File: config.mk
export PLATFORM = sky130hd
export DESIGN_NAME = writeback_unit
export DESIGN_NICKNAME = d
export VERILOG_FILES = /design/src/rtl/cpu_pkg.sv /design/src/rtl/load_formatter.sv /design/src/rtl/writeback_unit.sv
export SDC_FILE = /design/constraint.sdc
export NUM_CORES = 1
export LEC_CHECK = 0
export CAP_MARGIN = 20
export CORE_MARGIN = 2
export CORE_UTILIZATION = 41
export CTS_CLUSTER_DIAMETER = 30
export CTS_CLUSTER_SIZE = 16
export DETAILED_ROUTE_END_ITERATION = 12
export PLACE_DENSITY_LB_ADDON = 0.25
export SLEW_MARGIN = 20
export SYNTH_ARGS = -nofsm -noshare
export SYNTH_HDL_FRONTEND = slang
export SYNTH_HIERARCHICAL = 1
export SYNTH_SLANG_ARGS = --single-unit
File: constraint.sdc
create_clock -name clk -period 4.5 [get_ports clk]
set_clock_uncertainty 0.15 [all_clocks]
set_input_delay 0.45 -clock clk [delete_from_list [all_inputs] [get_ports clk]]
set_output_delay 0.45 -clock clk [all_outputs]
set_load 0.005 [all_outputs]
File: src/rtl/cpu_pkg.sv
// cpu_pkg: shared datapath widths, load-size encodings and register constants.
package cpu_pkg;
    localparam int DATA_W_DEFAULT = 32;
    localparam int REG_AW_DEFAULT = 5;
    localparam logic [1:0] LS_WORD = 2'b00;
    localparam logic [1:0] LS_HALF = 2'b01;
    localparam logic [1:0] LS_BYTE = 2'b10;
    localparam logic [4:0] REG_ZERO = 5'd0;
endpackage

File: src/rtl/load_formatter.sv
// load_formatter: extracts a little-endian byte/halfword lane from an aligned
// memory word and sign- or zero-extends it; words pass through unchanged.
// Ports: data (raw word), offset (byte offset), size (LS_* code, 11 = word),
//        zero_ext (zero-extend sub-word results), result (formatted word).
module load_formatter
    import cpu_pkg::*;
#(
    parameter int DATA_W = DATA_W_DEFAULT
) (
    input  logic [DATA_W-1:0] data,
    input  logic [1:0]        offset,
    input  logic [1:0]        size,
    input  logic              zero_ext,
    output logic [DATA_W-1:0] result
);
    logic [7:0]  byte_lane;
    logic [15:0] half_lane;
    always_comb begin
        byte_lane = data[{offset, 3'b000} +: 8];
        // Halfword lane ignores offset[0]: misaligned halves are not trapped.
        half_lane = offset[1] ? data[31:16] : data[15:0];
        result    = size == LS_BYTE ? {{(DATA_W-8){~zero_ext & byte_lane[7]}}, byte_lane}
                  : size == LS_HALF ? {{(DATA_W-16){~zero_ext & half_lane[15]}}, half_lane}
                  : data;
    end
endmodule

File: src/rtl/writeback_unit.sv
// writeback_unit: final pipeline stage. Holds the MEM/WB register, selects the
// write-back value, drives the register-file write port, a one-cycle-delayed
// bypass copy of that port, and a retired-instruction counter.
// Build option: define WB_LOAD_FORMAT_EN to enable sub-word load formatting;
// otherwise load data is written back as the full word.
// Ports:
//   clk, reset (async, active-high)
//   stall_in / flush_in            : hold / bubble the MEM/WB register
//   mem_*                          : MEM-stage instruction fields
//   reg_write, reg_wr_addr_wb, reg_wr_data : register-file write port
//   fwd_valid, fwd_addr, fwd_data  : previous cycle's write port
//   retired_count                  : instructions retired (wraps)
module writeback_unit
    import cpu_pkg::*;
#(
    parameter int DATA_W = DATA_W_DEFAULT,
    parameter int REG_AW = REG_AW_DEFAULT
) (
    input  logic              clk,
    input  logic              reset,
    input  logic              stall_in,
    input  logic              flush_in,
    input  logic              mem_valid,
    input  logic              mem_reg_write,
    input  logic              mem_to_reg,
    input  logic              mem_link,
    input  logic [REG_AW-1:0] mem_rd,
    input  logic [DATA_W-1:0] mem_alu_result,
    input  logic [DATA_W-1:0] mem_load_data,
    input  logic [DATA_W-1:0] mem_pc_plus8,
    input  logic [1:0]        mem_load_size,
    input  logic              mem_load_unsigned,
    output logic              reg_write,
    output logic [REG_AW-1:0] reg_wr_addr_wb,
    output logic [DATA_W-1:0] reg_wr_data,
    output logic              fwd_valid,
    output logic [REG_AW-1:0] fwd_addr,
    output logic [DATA_W-1:0] fwd_data,
    output logic [31:0]       retired_count
);
    logic [DATA_W-1:0] load_value;
    logic [DATA_W-1:0] wr_value;
    logic              wb_valid;
    logic              wb_reg_write;
    logic              wb_fresh;
    logic [REG_AW-1:0] wb_rd;
    logic [DATA_W-1:0] wb_data;

`ifdef WB_LOAD_FORMAT_EN
    load_formatter #(.DATA_W(DATA_W)) u_load_formatter (
        .data     (mem_load_data),
        .offset   (mem_alu_result[1:0]),
        .size     (mem_load_size),
        .zero_ext (mem_load_unsigned),
        .result   (load_value)
    );
`else
    logic unused_load_cfg;
    assign unused_load_cfg = ^{mem_load_size, mem_load_unsigned};
    assign load_value = mem_load_data;
`endif

    // Link beats load beats ALU.
    always_comb wr_value = mem_link ? mem_pc_plus8 : mem_to_reg ? load_value : mem_alu_result;

    // wb_fresh marks the first WB cycle so a stalled instruction writes once.
    always_ff @(posedge clk or posedge reset) begin
        if (reset) begin
            wb_valid      <= 1'b0;
            wb_reg_write  <= 1'b0;
            wb_fresh      <= 1'b0;
            wb_rd         <= '0;
            wb_data       <= '0;
            retired_count <= '0;
        end else if (flush_in) begin
            wb_valid <= 1'b0;
            wb_fresh <= 1'b0;
        end else if (stall_in) begin
            wb_fresh <= 1'b0;
        end else begin
            wb_valid      <= mem_valid;
            wb_reg_write  <= mem_reg_write;
            wb_fresh      <= 1'b1;
            wb_rd         <= mem_rd;
            wb_data       <= wr_value;
            retired_count <= retired_count + {31'd0, mem_valid};
        end
    end

    assign reg_write      = wb_valid & wb_fresh & wb_reg_write & (wb_rd != REG_AW'(REG_ZERO));
    assign reg_wr_addr_wb = wb_rd;
    assign reg_wr_data    = wb_data;

    // Bypass copy lets decode see a write landing on the same edge as its read.
    always_ff @(posedge clk or posedge reset) begin
        if (reset) begin
            fwd_valid <= 1'b0;
            fwd_addr  <= '0;
            fwd_data  <= '0;
        end else begin
            fwd_valid <= reg_write;
            fwd_addr  <= reg_wr_addr_wb;
            fwd_data  <= reg_wr_data;
        end
    end
endmodule

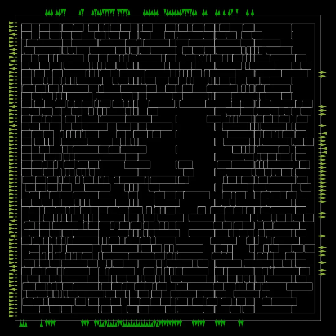
Fig. 1. Placement view.
seq_cells: 110
Finished Layout Cells: 773

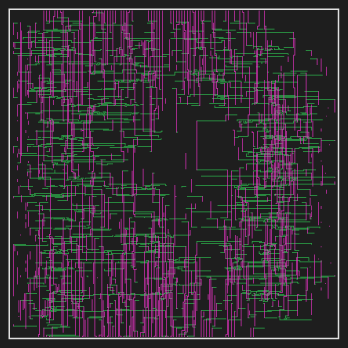
Fig. 2. Metal layers overlaid.
Scale: 3 px per um. Only two layers are drawn.
| layer | color | wire length |
|---|---|---|
| metal 1 | green | 4530 um |
| metal 2 | magenta | 6020 um |

==> run_results.csv <==
group,metric,value,unit
finish,clockBufferCount,10,
finish,num-multi-input-gates,284,
grt,use_met2,35.1,%
route,dr_wl_met2,6020,um
logic_synthesis,synth_seq_share,60.6,%
final_timing,hold_viol,0,
logic_synthesis,yosys-top-cells-count,"dfrtp_1, nand2_1, nor2_1",
pwr,switchingPower,575,uW
critical_path,cp_num_buf_inv,1,
clock_network,postCtsSetupBuffers,0,
critical_path,r2r_slack,2.19,ns
pwr,leakagePower,3.04,nW
final_timing,fmax,0.398,GHz
route,drt_first_pass_iters,4,
pwr,ir_drop,0.000171,V
finish,seqCellArea,2750,um2
finish,antenna_cells,0,
critical_path,required,4.58,ns
logic_synthesis,yosys_warnings,6,
finish,comb_share,24.0,%
pwr,swShare,25.6,%
finish,nNetsFinal,744,
logic_synthesis,netlist.area_leader.share,60.6,%
run_status,status,"complete, no violations",
clock_network,cts_num_sinks,110,
critical_path,critPathKind,"in -> reg",
pwr,p_clk_share,26.1,%
final_timing,post-route-period-util,55.8,%
route,wl_per_cell,14.9,um
final_timing,finalSetupViolCount,0,
logic_synthesis,synthSimpleGateAreaFrac,15.8,%
==> per-stage QoR <==
stage / worst slack [ns] / hold slack, ns / util [%] / area (um2)
2_1_floorplan: 0.998 / 0.246 / - / 4540
3_3_place_gp: 1.69 / 0.234 / 62.7 / 6800
3_5_place_dp: 1.64 / 0.232 / 62.7 / 6800
4_1_cts: 2.01 / 0.249 / 64.5 / 6990
5_1_grt: 1.86 / 0.269 / 64.5 / 6990
6_report: 1.99 / 0.244 / 64.5 / 6990
==> flip-flops by register name, summed over array words and instances (netlist names) <==
register and flops:
retired_count 32, fwd_addr 5, fwd_valid 1, wb_reg_write 1, reg_wr_data 32, wb_fresh 1
fwd_data 32, reg_wr_addr_wb 5, wb_valid 1
Power figures rest on the tool's default switching activity, not on a simulated workload.
